run_1/m1.png
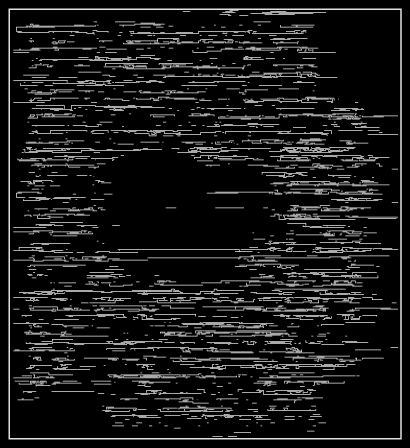
run_1/m2.png
Bar = 50 µm.
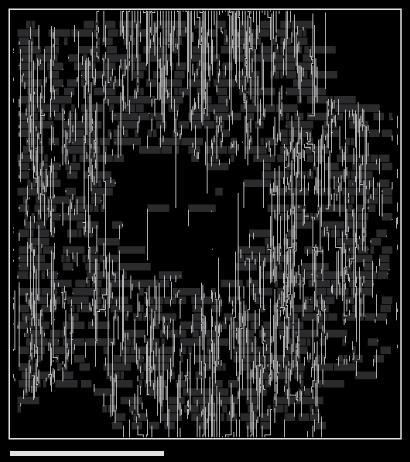
run_1/m3.png
Bar = 50 µm.
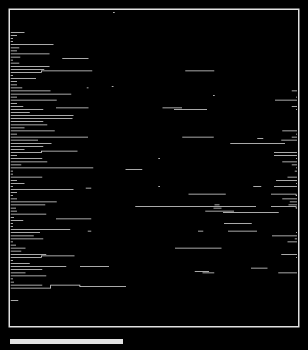
===== src/rtl/iob_burst_bridge.sv =====
// ---------------------------------------------------------------------------
// iob_burst_bridge
//
// Converts a single-command burst request into a sequence of native
// single-beat memory transactions. A read command of len+1 beats becomes
// len+1 back-to-back native reads. Each returned word is forwarded one
// cycle later on the rsp_* port. A write command is always one native beat.
//
// Parameters
//   ADDR_W   : address width
//   DATA_W   : data width (BYTES = DATA_W/8 byte lanes)
//   BURST_W  : burst length field width, max 2^BURST_W beats
//   WRAP     : 1 = wrapping read bursts (critical word first),
//              0 = incrementing
//   REMAP_EN : 1 = force the address MSB high while boot is low
//
// Ports
//   clk, rst          : clock, synchronous active-high reset
//   boot              : boot status, sampled at command acceptance
//   cmd_valid/ready   : command handshake; ready only while idle
//   cmd_wr            : 1 = write, 0 = read
//   cmd_addr          : byte start address (low lane bits ignored)
//   cmd_len           : beats minus one (reads only)
//   cmd_wdata/wstrb   : write data / byte strobes
//   rsp_valid/data    : read beat returned to the consumer (no backpressure)
//   rsp_last          : marks the final beat of a read burst
//   mem_valid/addr    : native request, held until mem_ready
//   mem_wdata/wstrb   : native write data / strobes (strobes zero on reads)
//   mem_ready/rdata   : native completion, read data valid in that cycle
//
// Assumes ADDR_W >= log2(BYTES) + BURST_W so that the wrap index field
// lies inside the address.
// ---------------------------------------------------------------------------
module iob_burst_bridge #(
  parameter int ADDR_W   = 32,
  parameter int DATA_W   = 32,
  parameter int BURST_W  = 3,
  parameter int WRAP     = 0,
  parameter int REMAP_EN = 0
) (
  input  logic                  clk,
  input  logic                  rst,
  input  logic                  boot,
  input  logic                  cmd_valid,
  output logic                  cmd_ready,
  input  logic                  cmd_wr,
  input  logic [ADDR_W-1:0]     cmd_addr,
  input  logic [BURST_W-1:0]    cmd_len,
  input  logic [DATA_W-1:0]     cmd_wdata,
  input  logic [DATA_W/8-1:0]   cmd_wstrb,
  output logic                  rsp_valid,
  output logic [DATA_W-1:0]     rsp_data,
  output logic                  rsp_last,
  output logic                  mem_valid,
  output logic [ADDR_W-1:0]     mem_addr,
  output logic [DATA_W-1:0]     mem_wdata,
  output logic [DATA_W/8-1:0]   mem_wstrb,
  input  logic                  mem_ready,
  input  logic [DATA_W-1:0]     mem_rdata
);

  localparam int BYTES = DATA_W / 8;
  localparam int OFF_W = (BYTES > 1) ? $clog2(BYTES) : 0;

  // Clears the byte-lane offset bits of an address.
  localparam logic [ADDR_W-1:0] ALIGN_MASK = ~ADDR_W'((1 << OFF_W) - 1);

  typedef enum logic {
    IDLE = 1'b0,
    BUSY = 1'b1
  } state_t;

  state_t state_reg, state_next;

  // Burst context captured at acceptance.
  logic [ADDR_W-1:0]  base_reg;
  logic [BURST_W-1:0] len_reg;
  logic [BURST_W-1:0] cnt_reg;
  logic               wr_reg;
  logic               boot_reg;

  // Registered outputs.
  logic                mem_valid_reg;
  logic [ADDR_W-1:0]   mem_addr_reg;
  logic [DATA_W-1:0]   mem_wdata_reg;
  logic [BYTES-1:0]    mem_wstrb_reg;
  logic                rsp_valid_reg;
  logic [DATA_W-1:0]   rsp_data_reg;
  logic                rsp_last_reg;

  logic               accept;
  logic               beat_done;
  logic               last_beat;
  logic [BURST_W-1:0] cnt_inc;
  logic [ADDR_W-1:0]  cmd_base;
  logic [BURST_W-1:0] cmd_len_eff;

  // -------------------------------------------------------------------------
  // Address of beat number cnt within a burst.
  // Incrementing: base + cnt*BYTES, wrapping modulo 2^ADDR_W.
  // Wrapping: only the word-index field is replaced. It becomes
  // (start_idx + cnt) & len, so a power-of-two burst walks around its
  // aligned block. The bits above the field are held from base.
  // Remap is applied last: while boot was low at acceptance, the MSB is
  // forced high.
  // -------------------------------------------------------------------------
  function automatic logic [ADDR_W-1:0] beat_addr(
    input logic [ADDR_W-1:0]  base,
    input logic [BURST_W-1:0] len,
    input logic [BURST_W-1:0] cnt,
    input logic               boot_v
  );
    logic [ADDR_W-1:0]  a;
    logic [BURST_W-1:0] idx;
    if (WRAP != 0) begin
      idx = (base[OFF_W +: BURST_W] + cnt) & len;
      a = base;
      a[OFF_W +: BURST_W] = idx;
    end else begin
      idx = len & cnt;  // keeps the argument list uniform across modes
      a = base + (ADDR_W'(cnt) << OFF_W);
    end
    a[ADDR_W-1] = a[ADDR_W-1] | ((REMAP_EN != 0) & ~boot_v);
    return a;
  endfunction

  // -------------------------------------------------------------------------
  // Handshake decode
  // -------------------------------------------------------------------------
  assign accept      = cmd_valid & cmd_ready;
  // A completion is only meaningful while a request is outstanding.
  assign beat_done   = (state_reg == BUSY) & mem_valid_reg & mem_ready;
  assign last_beat   = (cnt_reg == len_reg);
  assign cnt_inc     = cnt_reg + BURST_W'(1);
  assign cmd_base    = cmd_addr & ALIGN_MASK;
  assign cmd_len_eff = cmd_wr ? '0 : cmd_len;

  // -------------------------------------------------------------------------
  // FSM: state register
  // -------------------------------------------------------------------------
  always_ff @(posedge clk) begin
    if (rst) begin
      state_reg <= IDLE;
    end else begin
      state_reg <= state_next;
    end
  end

  // -------------------------------------------------------------------------
  // FSM: next-state logic
  // The return to IDLE takes effect after the final completion, so a new
  // command can never be accepted in the same cycle as that completion.
  // -------------------------------------------------------------------------
  always_comb begin
    state_next = state_reg;
    case (state_reg)
      IDLE: if (cmd_valid) state_next = BUSY;
      BUSY: if (beat_done && last_beat) state_next = IDLE;
      default: state_next = IDLE;
    endcase
  end

  // -------------------------------------------------------------------------
  // FSM: outputs
  // -------------------------------------------------------------------------
  always_comb begin
    cmd_ready = 1'b0;
    if (state_reg == IDLE) cmd_ready = 1'b1;
  end

  // -------------------------------------------------------------------------
  // Burst context and native request registers
  // The first beat address is computed from the command inputs, so
  // mem_valid rises in the cycle after acceptance. Later beat addresses
  // come from the captured context. The address of beat cnt+1 is computed
  // as beat cnt completes, which keeps beats back-to-back.
  // -------------------------------------------------------------------------
  always_ff @(posedge clk) begin
    if (rst) begin
      base_reg      <= '0;
      len_reg       <= '0;
      cnt_reg       <= '0;
      wr_reg        <= 1'b0;
      boot_reg      <= 1'b0;
      mem_valid_reg <= 1'b0;
      mem_addr_reg  <= '0;
      mem_wdata_reg <= '0;
      mem_wstrb_reg <= '0;
    end else if (accept) begin
      base_reg      <= cmd_base;
      len_reg       <= cmd_len_eff;
      cnt_reg       <= '0;
      wr_reg        <= cmd_wr;
      boot_reg      <= boot;
      mem_valid_reg <= 1'b1;
      mem_addr_reg  <= beat_addr(cmd_base, cmd_len_eff, '0, boot);
      mem_wdata_reg <= cmd_wdata;
      mem_wstrb_reg <= cmd_wr ? cmd_wstrb : '0;
    end else if (beat_done) begin
      if (last_beat) begin
        mem_valid_reg <= 1'b0;
        cnt_reg       <= '0;
      end else begin
        cnt_reg      <= cnt_inc;
        mem_addr_reg <= beat_addr(base_reg, len_reg, cnt_inc, boot_reg);
      end
    end
  end

  // -------------------------------------------------------------------------
  // Read response path: one registered beat per read completion
  // -------------------------------------------------------------------------
  always_ff @(posedge clk) begin
    if (rst) begin
      rsp_valid_reg <= 1'b0;
      rsp_data_reg  <= '0;
      rsp_last_reg  <= 1'b0;
    end else begin
      rsp_valid_reg <= beat_done & ~wr_reg;
      rsp_last_reg  <= beat_done & ~wr_reg & last_beat;
      if (beat_done && !wr_reg) begin
        rsp_data_reg <= mem_rdata;
      end
    end
  end

  assign mem_valid = mem_valid_reg;
  assign mem_addr  = mem_addr_reg;
  assign mem_wdata = mem_wdata_reg;
  assign mem_wstrb = mem_wstrb_reg;
  assign rsp_valid = rsp_valid_reg;
  assign rsp_data  = rsp_data_reg;
  assign rsp_last  = rsp_last_reg;

endmodule


===== config.mk =====
export PLATFORM = sky130hd
export DESIGN_NAME = iob_burst_bridge
export DESIGN_NICKNAME = d
export VERILOG_FILES = /design/src/rtl/iob_burst_bridge.sv
export SDC_FILE = /design/constraint.sdc
export NUM_CORES = 1
export LEC_CHECK = 0
export ABC_AREA = 0
export CORE_ASPECT_RATIO = 1.1
export CORE_MARGIN = 2
export CORE_UTILIZATION = 35
export DETAILED_ROUTE_END_ITERATION = 10
export PLACE_DENSITY = 0.65
export SLEW_MARGIN = 25
export SYNTH_ARGS = -nofsm -noshare
export SYNTH_HDL_FRONTEND = slang
export SYNTH_SLANG_ARGS = --single-unit

===== constraint.sdc =====
create_clock -name clk -period 4.35 [get_ports clk]
set_clock_uncertainty 0.05 [all_clocks]
set_input_delay 0.87 -clock clk [delete_from_list [all_inputs] [get_ports clk]]
set_output_delay 0.87 -clock clk [all_outputs]
set_load 0.05 [all_outputs]

==> deck_impl_summary.md, run 1 <==
Run Summary

Global route
  – Vias in the first global route: 5196
  – GRT met3 Usage: 7.574%
  – Total grt overflow: 0
  – Gr usage total: 18.83%
  – Gr busiest metal: met2
  – Met2 Use GR: between 20 and 30%
  – First-pass GRT wire length: around 27 mm
  – Largest net degree at the start of global routing: 73
  – Initial antenna violation count: 0

Placement
  – Dpl cells: around 1100
  – HPWL Detailed: roughly 11 mm
  – Post-Place Cell Area: 8009 µm²
  – Buffers on Ports: 207
  – Pre-CTS WS: 1.098 ns
  – Routability cong.: between 0.7 and 0.8

Clock network
  – # H-tree levels: 4
  – Root buf cell: clkbuf_16
  – Setup bufs post-CTS: 0
  – CTS Buf Count: 17
  – Clock Path Buffers: 2
  – Clk latency late pin: around 0.42 ns
  – TritonCTS clock tree: yes
  – CTS clk-pin slew, worst paths: 0.06 ns
  – CTS-repair resized insts: 0
  – CTS sink count: 139

Yosys
  – Seq/Total Area, Yosys: 47.70%
  – AO/OA Area Share: 18.25%
  – Mean post-synth cell area: 8.057 µm²
  – Post-synthesis adder-cell area fraction: 1.201%
  – Mapped Cells: between 700 and 800
  – Post-synth EDFFs: 0
  – Post-synthesis cell count from yosys: between 700 and 800
  – Async S/R FF share, synth: 0%
  – Top cells, area: dfxtp_1 48%, nand2_1 14%, a21oi_1 9.6%
  – Main logic family: simple AND/OR/NAND/NOR gates
  – YS chip area: 5833 µm²
  – Main synth FF type: dfxtp_1
  – And+or+nand+nor area frac: 23.96%
  – Yosys top cell by area: dfxtp_1
  – Top cells by count: 219 x nand2_1, 139 x dfxtp_1, 112 x a21oi_1, 36 x clkbuf_1, 24 x nor2_1
  – Mapped cell area: 5833 µm²
  – Synth cell types: 57
  – Warnings, synthesis: 0
  – Area leader share: 47.70%
  – Top-count cell post-synth: nand2_1
  – Synth flops: 139
  – XOR Share, Synth: 3.754%

Pwr
  – Clock network fraction of total power: 42.8%
  – P_clk: between 1 and 1.5 mW
  – Highest-power group: the clock network
  – Combinational share of power: between 10% and 20%
  – Sw Share: 26.64%
  – P_comb: ~0.54 mW
  – Sequential power share: between 40% and 50%
  – Net Switching: 0.8949 mW
  – Sequential power: 1.38 mW
  – Int Power: 2.465 mW
  – VDD IR-drop max: around 230 µV
  – Tot Pwr: 3.360 mW
  – Pleak: approximately 3 nW

Setup path
  – Worst-case reg-to-reg path depth: 8
  – Critical path depth in cells: 8
  – Worst Setup SP: cnt_reg[0]
  – Critical path cell sequence: ha_1 > inv_1 > fa_1 > nor2b_2 > o2111ai_4 > nor4_1 > xnor2_1 > a2111oi_2
  – Slowest library cell on the worst path: fa_1
  – Crit path DRT: 4.61 ns
  – Arrival time at the worst endpoint: 3.06 ns
  – Reg2reg end: mem_addr[28]
  – Worst reg-to-reg setup slack: 1.54 ns
  – Critical path's largest stage delay: 0.43 ns
  – Worst Path Max Fanout: 11
  – FF-to-FF Start: cnt_reg[0]
  – Critical path class: reg2reg
  – Setup crit end: mem_addr[28]
  – Setup crit start kind: flop
  – Critical path's top delay family: adder cells

STA
  – RSZ-0062 raised after global routing: false
  – Final hold violations: 0
  – Setup TNS: 0 ns
  – Setup slack after layout: roughly 1.5 ns
  – Max frequency: 0.3564 GHz
  – Period utilization: ~64%
  – Max Slew Vio Count: 0
  – Tmin final: 2.806 ns
  – Hold WS: 0.3977 ns
  – Slew @ Worst Pin: just over 0.8 ns
  – Slew HR: between 40% and 50%

Detailed routing
  – DR pass1 iterations: 4
  – Met2 wire length: roughly 7.7 mm
  – Initial detailed-routing violation count: 303
  – Top routing layer used: met4
  – Wire per inst: 14.69 µm
  – DRT antenna net count: 0
  – Vias per inst: 4.908
  – Met1 wire length: 7.249 mm
  – Met3 routed wirelength: 1.386 mm

Layout
  – Nets: roughly 1000
  – Multi-In Gates: 527
  – Inverters: 8
  – Diodes inserted: 0
  – Seq/total area: 32.42%
  – Non-Filler Instances: 1124
  – Largest class: multi-input combinational cells
  – Layout cell share with drive strength beyond 1: 6.522%
  – Fillers: 1559
  – Finished layout cell area: between 8000 and 9000 µm²
  – Final clock-cell share: 6.691%
  – Logic area: 2791 µm²
  – Logic share of the area: 32.52%
  – FF+latch area: 2783 µm²
  – Non-CTS buffers: 216
  – Most frequent logic cell in the layout: nand2_1
  – Clkbuf count: 22
  – Flop count: 139
  – Most common logic cells in the final layout: 218 x nand2_1, 206 x clkdlybuf4s50_1, 139 x dfxtp_1
  – Non-clock buffer area fraction after layout: 25.04%

Floorplan
  – Ports: 213
  – Starting Density: 35.77%
  – Row cnt: approximately 49
  – Die ar.: about 18000 µm²
  – N_taps: 204
  – Chip Height: around 140 µm
  – Core area: 16310 µm²

Worst hold path
  – Min-Delay Startpoint: mem_wstrb[2]
  – Hold Path Sink: mem_wstrb[2]
  – Worst Hold Path Cells: 2
  – Worst hold-check path type: reg2reg

Flow run
  – Max-cap violations: 0
  – Tool warnings: 29

Run status
  – Run status: complete, no violations
Notes on m1.png above:
904 nets have wire on it. The longest straight run is 39.5 µm.
GR Util met1: 23.70%
Final Routed Wirelength: 16.51 mm
routed via count: 5517

Notes on m2.png above:
The layer carries 7660 µm of wire. The longest straight run is 49.3 µm. The layer holds 46% of the routed length. 790 nets have wire on it.

Notes on m3.png above:
The layer carries 1390 µm of wire. The wires run mostly horizontal. 129 nets have wire on it. The longest straight run is 52.9 µm. The layer holds 8.4% of the routed length.

==> inputs of run 2 (changes only) <==
--- a/config.mk
+++ b/config.mk
@@ -10,7 +10,7 @@
 export CORE_MARGIN = 2
 export CORE_UTILIZATION = 35
 export DETAILED_ROUTE_END_ITERATION = 10
-export PLACE_DENSITY = 0.65
+export PLACE_DENSITY = 0.68
 export SLEW_MARGIN = 25
 export SYNTH_ARGS = -nofsm -noshare
 export SYNTH_HDL_FRONTEND = slang
==> constraint.sdc (replaced) <==
create_clock -name clk -period 2.25 [get_ports clk]
set_clock_uncertainty 0.05 [all_clocks]
set_input_delay 0.45 -clock clk [delete_from_list [all_inputs] [get_ports clk]]
set_output_delay 0.45 -clock clk [all_outputs]
set_load 0.05 [all_outputs]
run_2/congestion_map.png
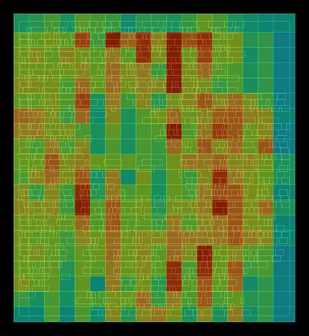
gr usage total: 19.57%
met2 Use GR: 31.64%
GR Util met1: 23.89%

==> run 2 against run 1 <==
The flow now finishes with violations (negative setup slack). Count of clock-buffer cells in the layout down 4. Sequential power up 93%. Final cell count up 2.9%. Largest power group unchanged. Highest routed layer unchanged.
==> deck_impl_summary.md, run 2 <==
Run Summary

Layout
  – Seq/total area: 30.59% (was 32.42%)
  – Diodes inserted: 0 (unchanged)
  – Layout cell share with drive strength beyond 1: 12.38% (was 6.522%)
  – Logic share of the area: 32.06% (was 32.52%)
  – Non-CTS buffers: 247 (was 216)
  – Clkbuf count: 18 (was 22)
  – Non-Filler Instances: 1157 (was 1124)
  – Multi-In Gates: 527 (unchanged)
  – Most common logic cells in the final layout: 218 x nand2_1, 205 x clkdlybuf4s50_1, 137 x dfxtp_1 (was 218 x nand2_1, 206 x clkdlybuf4s50_1, 139 x dfxtp_1)
  – Largest class: multi-input combinational cells (unchanged)
  – Non-clock buffer area fraction after layout: 26.97% (was 25.04%)
  – FF+latch area: 2785 µm² (was 2783 µm²)

Setup path
  – Worst-case reg-to-reg path depth: 9 (was 8)
  – Reg2reg end: mem_addr[18] (was mem_addr[28])
  – Setup crit end: mem_addr[18] (was mem_addr[28])
  – Critical path's top delay family: AND-OR/OR-AND gates (was adder cells)
  – Arrival time at the worst endpoint: 2.58 ns (was 3.06 ns)
  – Crit path DRT: 2.49 ns (was 4.61 ns)
  – Worst Setup SP: cnt_reg[0] (unchanged)
  – Setup crit start kind: flop (unchanged)

Detailed routing
  – Met2 wire length: 8.030 mm (was 7.655 mm)
  – Top routing layer used: met4 (unchanged)
  – Met3 routed wirelength: 1.270 mm (was 1.386 mm)
  – Initial detailed-routing violation count: 380 (was 303)
  – Wire per inst: 14.72 µm (was 14.69 µm)

Placement
  – Dpl cells: 1124 (was 1094)
  – Buffers on Ports: 207 (unchanged)
  – Routability cong.: 0.8138 (was 0.7771)

Clock network
  – Setup bufs post-CTS: 0 (unchanged)
  – Clock Path Buffers: 2 (unchanged)
  – CTS Buf Count: 17 (unchanged)
  – CTS sink count: 139 (unchanged)
  – CTS-repair resized insts: 11 (was 0)
  – CTS clk-pin slew, worst paths: 0.06 ns (about the same)
  – Root buf cell: clkbuf_16 (unchanged)

Pwr
  – Combinational share of power: 15.8% (was 16.1%)
  – Int Power: 5.038 mW (was 2.465 mW)
  – Sequential power share: 38.9% (was 41.1%)
  – P_clk: 3.12 mW (was 1.44 mW)
  – P_comb: 1.08 mW (was 0.540 mW)
  – Net Switching: 1.832 mW (was 0.8949 mW)
  – Tot Pwr: 6.870 mW (was 3.360 mW)
  – Sw Share: 26.67% (was 26.64%)
  – Clock network fraction of total power: 45.4% (was 42.8%)
  – Sequential power: 2.67 mW (was 1.38 mW)
  – Pleak: 3.244 nW (was 3.003 nW)

Yosys
  – Area leader share: 47.70% (unchanged)
  – Mean post-synth cell area: 8.057 µm² (unchanged)
  – Top-count cell post-synth: nand2_1 (unchanged)
  – Seq/Total Area, Yosys: 47.70% (unchanged)
  – Warnings, synthesis: 0 (unchanged)
  – YS chip area: 5833 µm² (unchanged)
  – Synth cell types: 57 (unchanged)
  – And+or+nand+nor area frac: 23.96% (unchanged)
  – Top cells by count: 219 x nand2_1, 139 x dfxtp_1, 112 x a21oi_1, 36 x clkbuf_1, 24 x nor2_1 (unchanged)
  – Async S/R FF share, synth: 0% (unchanged)
  – Main synth FF type: dfxtp_1 (unchanged)
  – Post-synthesis adder-cell area fraction: 1.201% (unchanged)
  – XOR Share, Synth: 3.754% (unchanged)

Floorplan
  – N_taps: 204 (unchanged)
  – Chip Height: 139.4 µm (unchanged)
  – Die ar.: 17720 µm² (unchanged)
  – Ports: 213 (unchanged)

Global route
  – Gr busiest metal: met2 (unchanged)
  – GRT met3 Usage: 7.689% (was 7.574%)
  – First-pass GRT wire length: 28.09 mm (was 26.74 mm)

Flow run
  – Max-cap violations: 0 (unchanged)
  – Tool warnings: 31 (was 29)

Worst hold path
  – Hold Path Sink: base_reg[20] (was mem_wstrb[2])

STA
  – Hold WS: 0.3835 ns (was 0.3977 ns)
  – Period utilization: 103.6% (was 64.50%)
  – RSZ-0062 raised after global routing: true (was false)
  – Tmin final: 2.332 ns (was 2.806 ns)
  – Setup TNS: -0.1773 ns (was 0 ns)
  – Final setup fails: 5 (was 0)
  – Setup slack after layout: -0.08164 ns (was 1.544 ns)

Run status
  – Run status: finished, violations left (was complete, no violations)
  – Failing checks: negative setup slack
No activity file was given, so power comes from the tool's default toggle rates.
